Fig. 1: wires at chosen ports, followed through buffers
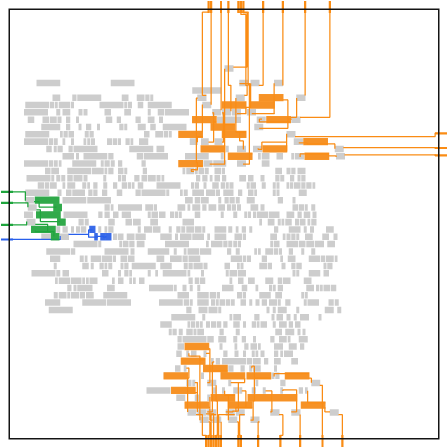
Fig. 2: clock wires, drivers and flops
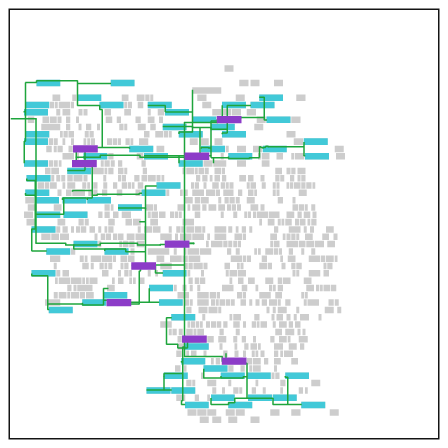
Fig. 3: ports around the boundary
Pins as bars across the die edge, other pins in gray.
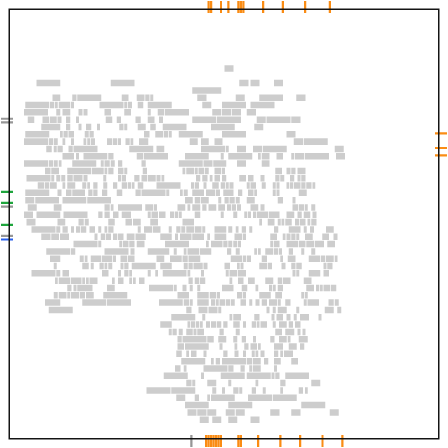
Fig. 4: signal wires by layer
Bar = 50 µm.
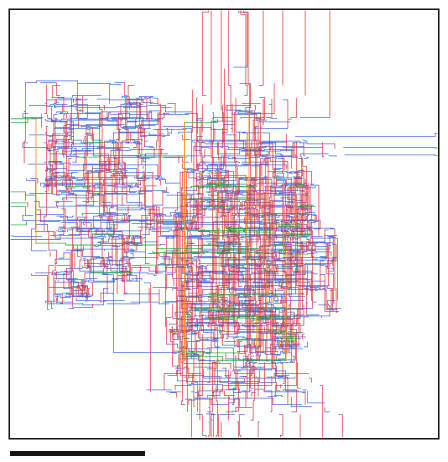
Fig. 5: placed standard cells
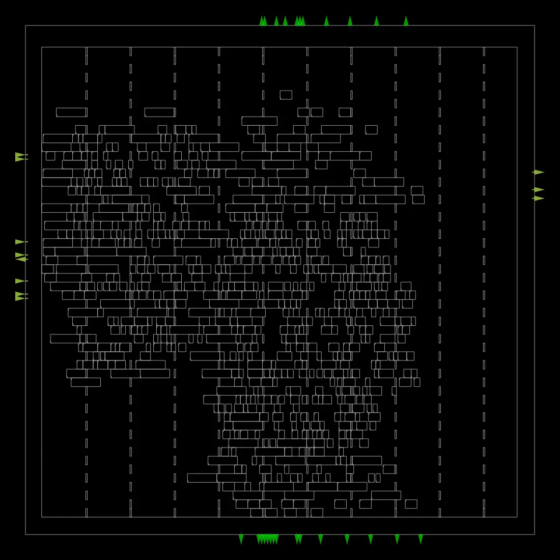
===== config.mk =====
export PLATFORM = sky130hd
export DESIGN_NAME = menu_scroller
export DESIGN_NICKNAME = d
export VERILOG_FILES = /design/src/rtl/heroe_disp_pkg.sv /design/src/rtl/menu_scroller_step_tick.sv /design/src/rtl/menu_scroller.sv
export SDC_FILE = /design/constraint.sdc
export NUM_CORES = 1
export LEC_CHECK = 0
export CAP_MARGIN = 20
export CORE_MARGIN = 5
export CORE_UTILIZATION = 24
export DETAILED_ROUTE_END_ITERATION = 10
export GPL_TIMING_DRIVEN = 0
export HOLD_SLACK_MARGIN = 0.02
export SLEW_MARGIN = 5
export SYNTH_ARGS = -nofsm -noshare
export SYNTH_HDL_FRONTEND = slang
export SYNTH_SLANG_ARGS = --single-unit

===== constraint.sdc =====
create_clock -name clk -period 7.1 [get_ports clk]
set_clock_uncertainty 0.05 [all_clocks]
set_input_delay 0.71 -clock clk [delete_from_list [all_inputs] [get_ports clk]]
set_output_delay 0.71 -clock clk [all_outputs]
set_load 0.01 [all_outputs]

===== src/rtl/heroe_disp_pkg.sv =====
// Shared display definitions: game-state codes, 7-segment glyphs (bit6=a .. bit0=g),
// the message ROM and the scroller FSM state type.
package heroe_disp_pkg;

    localparam logic [2:0] ST_OFF  = 3'd0;
    localparam logic [2:0] ST_WLCM = 3'd1;
    localparam logic [2:0] ST_CH   = 3'd2;
    localparam logic [2:0] ST_GAME = 3'd3;
    localparam logic [2:0] ST_WL   = 3'd4;
    localparam logic [2:0] ST_PA   = 3'd5;

    localparam logic [6:0] G_BLANK = 7'h00;
    localparam logic [6:0] G_A     = 7'h77;
    localparam logic [6:0] G_C     = 7'h4E;
    localparam logic [6:0] G_E     = 7'h4F;
    localparam logic [6:0] G_G     = 7'h5E;
    localparam logic [6:0] G_H     = 7'h37;
    localparam logic [6:0] G_L     = 7'h0E;
    localparam logic [6:0] G_N     = 7'h15;
    localparam logic [6:0] G_O     = 7'h7E;
    localparam logic [6:0] G_R     = 7'h05;
    localparam logic [6:0] G_S     = 7'h5B;
    localparam logic [6:0] G_T     = 7'h0F;
    localparam logic [6:0] G_DASH  = 7'h01;

    // Message positions carry one spare bit so idx+3 never wraps back to glyph 0.
    localparam int unsigned MSG_IW = 5;

    typedef enum logic [2:0] {
        SCR_LOAD,
        SCR_STATIC,
        SCR_HOLD_S,
        SCR_SHIFT,
        SCR_HOLD_E
    } scr_state_e;

    function automatic logic [MSG_IW-1:0] msg_len(input logic [2:0] st);
        logic [MSG_IW-1:0] len;
        case (st)
            ST_WLCM: len = 5'd12;
            ST_CH:   len = 5'd4;
            ST_WL:   len = 5'd8;
            default: len = 5'd0;
        endcase
        return len;
    endfunction

    function automatic logic [6:0] msg_glyph(input logic [2:0] st, input logic [MSG_IW-1:0] i);
        logic [6:0] g;
        g = G_BLANK;
        if (i < msg_len(st)) begin
            case (st)
                ST_WLCM: begin // "HOLA HErOE -"
                    case (i)
                        5'd0:    g = G_H;
                        5'd1:    g = G_O;
                        5'd2:    g = G_L;
                        5'd3:    g = G_A;
                        5'd4:    g = G_BLANK;
                        5'd5:    g = G_H;
                        5'd6:    g = G_E;
                        5'd7:    g = G_R;
                        5'd8:    g = G_O;
                        5'd9:    g = G_E;
                        5'd10:   g = G_BLANK;
                        5'd11:   g = G_DASH;
                        default: g = G_BLANK;
                    endcase
                end
                ST_CH: begin // "HErO"
                    case (i)
                        5'd0:    g = G_H;
                        5'd1:    g = G_E;
                        5'd2:    g = G_R;
                        5'd3:    g = G_O;
                        default: g = G_BLANK;
                    endcase
                end
                ST_WL: begin // "GAnAStE "
                    case (i)
                        5'd0:    g = G_G;
                        5'd1:    g = G_A;
                        5'd2:    g = G_N;
                        5'd3:    g = G_A;
                        5'd4:    g = G_S;
                        5'd5:    g = G_T;
                        5'd6:    g = G_E;
                        5'd7:    g = G_BLANK;
                        default: g = G_BLANK;
                    endcase
                end
                default: g = G_BLANK;
            endcase
        end
        return g;
    endfunction

endpackage


===== src/rtl/menu_scroller_step_tick.sv =====
// Scroll-rate divider: a one-cycle tick after every STEP_DIV enabled cycles.
// clr restarts the count and suppresses any tick in the same cycle.
module step_tick #(
    parameter int unsigned STEP_DIV = 6_750_000
) (
    input  logic clk,
    input  logic rst_n,
    input  logic en,
    input  logic clr,
    output logic tick
);

    localparam int unsigned CW = $clog2(STEP_DIV);

    logic [CW-1:0] cnt_q;
    logic          wrap;

    assign wrap = (cnt_q == CW'(STEP_DIV - 1));

    always_ff @(posedge clk or negedge rst_n) begin
        if (!rst_n) begin
            cnt_q <= '0;
        end else if (clr) begin
            cnt_q <= '0;
        end else if (en) begin
            cnt_q <= wrap ? '0 : cnt_q + CW'(1);
        end
    end

    assign tick = en && !clr && wrap;

endmodule


===== src/rtl/menu_scroller.sv =====
// 4-glyph text field sequencer for the display mux: picks the message for the current
// game state and scrolls long ones. Optional BLINK_EN macro blinks the WL message.
module menu_scroller
    import heroe_disp_pkg::*;
#(
    parameter int unsigned STEP_DIV   = 6_750_000,
    parameter int unsigned HOLD_STEPS = 4,
    parameter int unsigned MAX_LEN    = 16
) (
    input  logic        clk,
    input  logic        rst_n,
    input  logic [2:0]  presente,
    input  logic        restart,
    input  logic        scroll_en,
    output logic [27:0] display_menu,
    output logic        busy,
    output logic        pass_done
);

    localparam int unsigned IW = $clog2(MAX_LEN);

    scr_state_e         state_q;
    logic [IW-1:0]      idx_q;
    logic [3:0]         hold_q;
    logic [2:0]         presente_q;
    logic [27:0]        window_q;
    logic               busy_q;
    logic               pass_done_q;

    logic               change;
    logic               tick;
    logic               hold_last;
    logic               scrolls;
    logic [IW-1:0]      idx_inc;
    logic [MSG_IW-1:0]  cur_len;
    logic [MSG_IW-1:0]  last_idx;

    // Four consecutive glyphs from base; positions past the message end read blank.
    function automatic logic [27:0] window_at(input logic [2:0] st, input logic [IW-1:0] base);
        logic [27:0] w;
        logic [IW:0] pos;
        w = '0;
        for (int k = 0; k < 4; k++) begin
            pos = {1'b0, base} + (IW+1)'(k);
            w[27-7*k -: 7] = msg_glyph(st, MSG_IW'(pos));
        end
        return w;
    endfunction

    assign change    = (presente != presente_q) || (restart && (state_q != SCR_LOAD));
    assign cur_len   = msg_len(presente_q);
    assign last_idx  = cur_len - MSG_IW'(4);
    assign scrolls   = (cur_len > MSG_IW'(4));
    assign idx_inc   = idx_q + IW'(1);
    assign hold_last = (hold_q == 4'(HOLD_STEPS - 1));

    step_tick #(
        .STEP_DIV(STEP_DIV)
    ) u_step_tick (
        .clk  (clk),
        .rst_n(rst_n),
        .en   (scroll_en),
        .clr  (change || (state_q == SCR_LOAD)),
        .tick (tick)
    );

    always_ff @(posedge clk or negedge rst_n) begin
        if (!rst_n) begin
            state_q     <= SCR_LOAD;
            idx_q       <= '0;
            hold_q      <= '0;
            presente_q  <= ST_OFF;
            window_q    <= '0;
            busy_q      <= 1'b0;
            pass_done_q <= 1'b0;
        end else begin
            presente_q  <= presente;
            pass_done_q <= 1'b0;
            if (change) begin
                state_q <= SCR_LOAD;
            end else begin
                case (state_q)
                    SCR_LOAD: begin
                        idx_q    <= '0;
                        hold_q   <= '0;
                        window_q <= window_at(presente_q, '0);
                        busy_q   <= scrolls;
                        state_q  <= scrolls ? SCR_HOLD_S : SCR_STATIC;
                    end
                    SCR_STATIC: ;
                    SCR_HOLD_S: begin
                        if (tick) begin
                            if (hold_last) begin
                                hold_q  <= '0;
                                state_q <= SCR_SHIFT;
                            end else begin
                                hold_q <= hold_q + 4'd1;
                            end
                        end
                    end
                    SCR_SHIFT: begin
                        if (tick) begin
                            idx_q    <= idx_inc;
                            window_q <= window_at(presente_q, idx_inc);
                            if (MSG_IW'(idx_inc) == last_idx) begin
                                state_q <= SCR_HOLD_E;
                            end
                        end
                    end
                    SCR_HOLD_E: begin
                        if (tick) begin
                            if (hold_last) begin
                                hold_q      <= '0;
                                idx_q       <= '0;
                                window_q    <= window_at(presente_q, '0);
                                pass_done_q <= 1'b1;
                                state_q     <= SCR_HOLD_S;
                            end else begin
                                hold_q <= hold_q + 4'd1;
                            end
                        end
                    end
                    default: state_q <= SCR_LOAD;
                endcase
            end
        end
    end

`ifdef BLINK_EN
    logic blink_off_q;

    // Phase restarts visible when a message is actually loaded, then flips on every tick.
    always_ff @(posedge clk or negedge rst_n) begin
        if (!rst_n) begin
            blink_off_q <= 1'b0;
        end else if ((state_q == SCR_LOAD) && !change) begin
            blink_off_q <= 1'b0;
        end else if (tick && (presente_q == ST_WL)) begin
            blink_off_q <= ~blink_off_q;
        end
    end

    assign display_menu = blink_off_q ? 28'd0 : window_q;
`else
    assign display_menu = window_q;
`endif

    assign busy      = busy_q;
    assign pass_done = pass_done_q;

endmodule


==> notes.md <==
Results of the implementation run.

Of the total power, the share spent switching nets is 0.2915. In the global route stage, met1 resource usage came out at 0.1927. The timing report attributes the biggest portion of critical-path delay to buffers and inverters. The post-layout worst setup margin is 1666 ps. The number of synthesized flops with an enable pin is 0. The number of warnings in the stage logs came out at 41. The most instantiated library cell after synthesis is dfrtp_1. Measured against its own limit, the worst slew margin works out to 0.2654. Looking at the cell usage after synthesis, the top flip-flop cell is dfrtp_1. The number of logic stages on the critical path including buffering is 16.

The final layout contains 750 nets. Row generation in the floorplan step produced 54 rows. The global-route track usage on met2 is 0.2189. The maximum net fanout on the critical path is 10. The length of routed met2 wiring is 8342 µm. The cell count of the worst reg-to-reg path came out at 16. The register fraction of the total cell area came out at 0.2626. The reported combinational group power is 0.326 mW. The class of the most critical setup path is flip-flop to flip-flop. The initial antenna violation count came out at 0. The total overflow left after global routing is 0. The wire length of the first global-routing pass came out at 28990 µm. The sum of negative setup slack is 0 ps. Summing all multiplexer cells gives an area fraction of 0.01924. The share of layout cells above drive strength 1 came out at 0.04993. Per the detail_route report, routed wire per instance is 18.23 µm. Per the area breakdown, the dominant cell category is logic gates.

The max capacitance violation total is 0. The origin of the worst setup path is idx_q[2]. The internal power of the cells is 0.9043 mW. The total leakage power came out at 2.479 nW. After layout, the clock buffer instance count stands at 11. The main logic family after synthesis is AND-OR/OR-AND gates. The wire length on met3 is 1136 µm. The highest attainable clock frequency is 0.1840 GHz. Leaving out fill and tap cells, the most frequent cells in the layout are 67 x dfrtp_1, 65 x nand2_1, 60 x nor2_1. Sorting the Yosys area breakdown by cell type puts at the top dfrtp_1. The peak per-stage delay on the critical path is 740 ps.

The flip-flop count of the largest register, all copies and words added came out at 28. The end-of-flow timing check tallies setup violations at 0. The largest part of the power goes to sequential cells. 533 cells are multi-input combinational gates. The maximum ir drop on the vdd rail came out at 0.1084 mV. Of the total standard cell area in the layout, the multi-input combinational portion is 0.5336. The share of the Yosys chip area taken by registers is 0.3143. The number of global-route vias before repair came out at 5102. For this run, the detailed router's first-pass iteration total came to 5. Power comes to 1.276 mW. According to the hold report, the worst path is of the input pin to async pin type. The worst slack at placement is 1818 ps. In the final routing, the length of wire on met1 measures 8227 µm. The number of nets with antenna violations after routing is 0. Entering global routing, the biggest net connects 42 pins. The final hold slack came out at 232.6 ps. The final period demand of the worst path came out at 5434 ps.

The synthesized instance count is 667. The power per cell area came out at 199.9 mW/mm². After detailed routing, the number of remaining DRC violations is 0. The number of placed instances, taps included, is 984.

The number of non-clock inverters in the layout came out at 20. Summing every instance area after synthesis gives 0.005334 mm². The final cycle utilization of the critical path came out at 0.7654.

The total die size is 0.02531 mm². The highest metal layer used by the detailed router is met4. At the pin with the least slew margin, the transition time is 1090 ps. The number of nets handed over by synthesis was 701. The post-CTS setup buffer count came out at 0. The buffer depth of the longest clock path came out at 2.

For the worst reg-to-reg path, the startpoint reported by OpenROAD is idx_q[2]. The area share of and-or/or-and cells after synthesis came out at 0.2742. The count of plain and timing-repair buffers in the layout is 85. The clock tree root driver cell is clkbuf_16. The run finished with clean final reports.

The clock transition at the registers of the reported paths is 60 ps. The fraction of area in non-clock buffers is 0.08818. The tap cell count is 280. In this run the layout overhead on the synthesized area is reported as 19.70%. The post-route standard cell area excluding fillers is 0.006385 mm². Detailed placement finished with a half-perimeter wire length of 13320 µm. The routability-driven placement congestion ratio is 0.9720.

The cell area after placement is 0.006067 mm². The critical path ends at display_menu[2]. The multi-input gate area in the final layout came out at 0.003407 mm². The area fraction of the largest cell type after synthesis is 0.3143. Clock tree synthesis inserted a total of 9 buffers.
-- Fig. 1 (at the start) --
Orange marks `display_menu`, bits 28, direction output, edge 14 south, 11 north, 3 east, end cells 28, buffers 28, wire 1220 µm. Blue marks `restart`, bits 1, direction input, edge west, end cells 4, buffers 1, wire 38.3 µm. Green marks `presente`, bits 3, direction input, edge west, end cells 6, buffers 3, wire 62.9 µm.
buffers added on ports: 36
number of top-level pins: 37

-- Fig. 2 (at the start) --
Cyan marks flip-flops, count 67. Purple marks clock-net drivers, count 9. Green marks clock wires, length 1110 µm.
There are 10 routed clock nets.
clock network latency to the later pin of the worst-skew pair: 340 ps
P_clk: 0.470 mW

-- Fig. 3 (at the start) --
Green marks `presente`, pins 3, direction input, edge west. Orange marks `display_menu`, pins 28, direction output, edge 14 south, 11 north, 3 east. Blue marks `restart`, pins 1, direction input, edge west.
All pins by edge: 15 south, 11 north, 8 west, 3 east.
y dimension of the die: 159.1 µm
horizontal extent of the die: 159.1 µm

-- Fig. 4 (at the start) --
Orange marks M4, wire length 542 µm. Red marks M2, wire length 8340 µm. Blue marks M1, wire length 8230 µm. Green marks M3, wire length 1140 µm.
total number of vias: 5516
gr usage total: 0.1393
Detailed Route WL: 18250 µm

-- Fig. 5 (at the start) --
placeable core region: 0.02182 mm²
flip-flops: 67
Filler Cells Inserted: 2335
share of the core filled with cells in the final layout: 0.2926
number of standard cells in the final layout excluding fillers: 1001

Power is estimated from default activity; no workload was simulated.
